==> config.mk <==
export PLATFORM = sky130hd
export DESIGN_NAME = block_reducer_flat
export DESIGN_NICKNAME = d
export VERILOG_FILES = /design/src/rtl/block_reducer_if.sv /design/src/rtl/block_reducer.sv /design/src/flat_wrapper.sv
export SDC_FILE = /design/constraint.sdc
export NUM_CORES = 1
export LEC_CHECK = 0
export ABC_AREA = 1
export CAP_MARGIN = 20
export CORE_UTILIZATION = 45
export CTS_CLUSTER_SIZE = 16
export DETAILED_ROUTE_END_ITERATION = 10
export PLACE_DENSITY = 0.69
export SLEW_MARGIN = 20
export SYNTH_ARGS = -nofsm -noshare
export SYNTH_HDL_FRONTEND = slang
export SYNTH_SLANG_ARGS = --single-unit
==> constraint.sdc <==
create_clock -name clk -period 2.5 [get_ports clk]
set_clock_uncertainty 0.05 [all_clocks]
set_input_delay 0.375 -clock clk [delete_from_list [all_inputs] [get_ports clk]]
set_output_delay 0.375 -clock clk [all_outputs]
set_load 0.005 [all_outputs]
Routed metal per tile:
Scale bar: 20 um. 25 x 25 tiles, from dark blue (low) to red (high), scaled to the fullest tile. Values are wire area over tile area, all layers added.
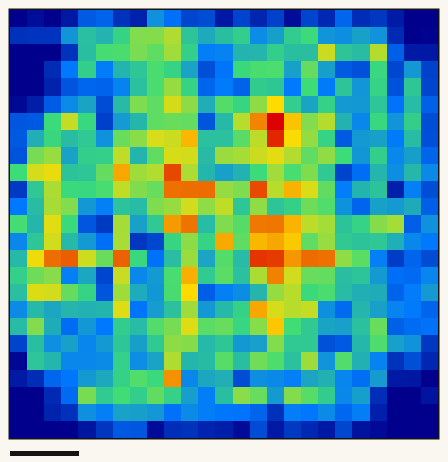
tiles over half the peak: 30%
densest ninth of the die: middle
nearly empty tiles: 5.1%
fullest tile: 0.56
mean over tiles: 0.22
Routed WL per cell: 14.24 um
all-layer global routing usage: 0.2767
routed via count: 7,473
total wirelength of the detailed-routed design: 20,880 um

Cells coloured by class:
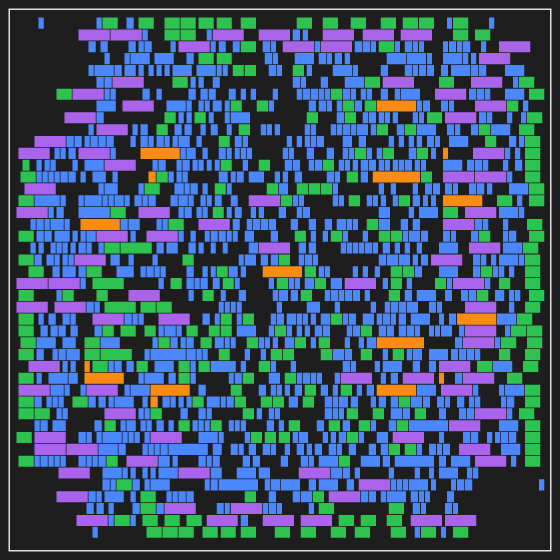
[purple] flip-flops | cells: 87 | share of their area: 19%
[green] other buffers and delay cells | cells: 245 | share of their area: 24%
[blue] all other logic | cells: 934 | share of their area: 53%
[orange] clock drivers and dummy loads | cells: 16 | share of their area: 3.4%
core occupancy in the finished layout: 0.6393
placement row count: 44
share of cell area taken by flip-flops and latches: 0.1874
core area: 0.01453 mm^2
final cell area excluding filler cells: 0.009291 mm^2

Cell sizes after repair:
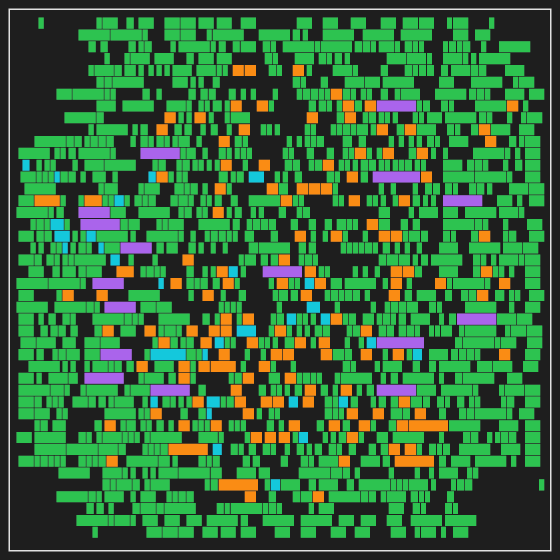
[green] drive 1 or less | cells: 1,103 | share: 86%
[purple] drive 6 and up | cells: 16 | share: 1.2%
[orange] drive 3 to 4 | cells: 132 | share: 10%
[cyan] drive 2 | cells: 31 | share: 2.4%
layout overhead on the synthesized area: 38.60%
Final Worst Setup Slack: 0.1308 ns
non-clock buffer count in the final layout: 245

Placement density heat map:
Scale bar: 20 um. 12 x 12 tiles, from dark blue (low) to red (high), 0 to 100% covered.
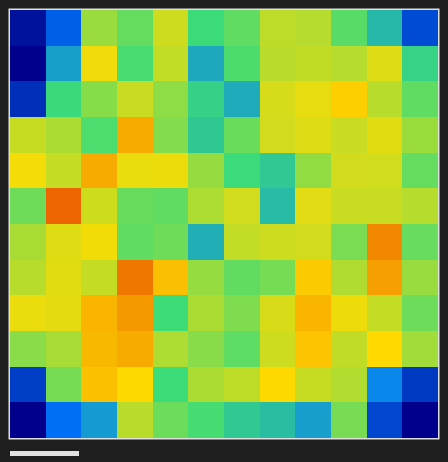
emptiest ninth of the die: top left
nearly empty tiles: 2.1%
fullest tile: 89%
floorplan-stage core utilization: 0.4613

==> flow_summary.rst <==
Metrics
=======

.. list-table::
   :header-rows: 1

   * - Metric
     - Value
   * - Outcome
     - complete, no violations
   * - Flip-flop count of the largest register, all copies and words added
     - 38
   * - Clk network pwr share
     - 0.317
   * - Proportion of synthesized area in mux cells
     - 0
   * - Cell type contributing the most total cell area after synthesis
     - dfxtp_1
   * - Reg power frac
     - 0.332
   * - Yosys chip area
     - 0.006704 mm^2
   * - Vertical die size
     - 124.1 um
   * - Global-route congestion overflow total
     - 0
   * - WP data required
     - 2.69 ns
   * - I/O pin count
     - 125
   * - Initial antenna violation count
     - 0
   * - Cell Count, Final, Fillers Out
     - ~1,500
   * - Fmax achieved
     - 0.4221 GHz
   * - Count of buffers added by post-CTS timing repair for setup
     - 0
   * - EDFF count, synth
     - 0
   * - Violation tally from detailed-route iteration zero
     - 379
   * - Synth Warn #
     - 0
   * - Cells in synth_stat.txt
     - 1,048
   * - XORs/XNORs by Area
     - 0.007839
   * - CTS clock-pin slew for the worst setup and hold paths
     - 0.07 ns
   * - Instance count after placement with tap cells included
     - 1,450
   * - Synthesized area
     - 0.006704 mm^2
   * - Drt first pass iters
     - 5
worst max-delay path, cell delays in order:
cell             delay [ns]
clkdlybuf4s50_1        0.48
ha_1                   0.38
nand2_1                0.11
nor2_1                 0.26
nand2_1                0.14
o21ai_2                0.34
nand3_1                0.19
nand2_1                0.09
nand2_1                0.05
nand3_1                0.07
a21oi_1                0.06
per-layer routing:
metal | global-route usage | wire length (um)
met5 | 0 | 0
met3 | 0.06044 | 1255
met1 | 0.3539 | 9711
met2 | 0.4565 | 9422
met4 | 0.09524 | 489
final cells by class:
class	count	area [um^2]
fillers	1404	5243
multi-input cells	789	4292
repair buffers	245	2177
flip-flops and latches	87	1742
inverters	145	544.3
clock buffers	12	236.5
well taps	184	230.2
clock inverters	4	70.07
Power is estimated from default activity; no workload was simulated.
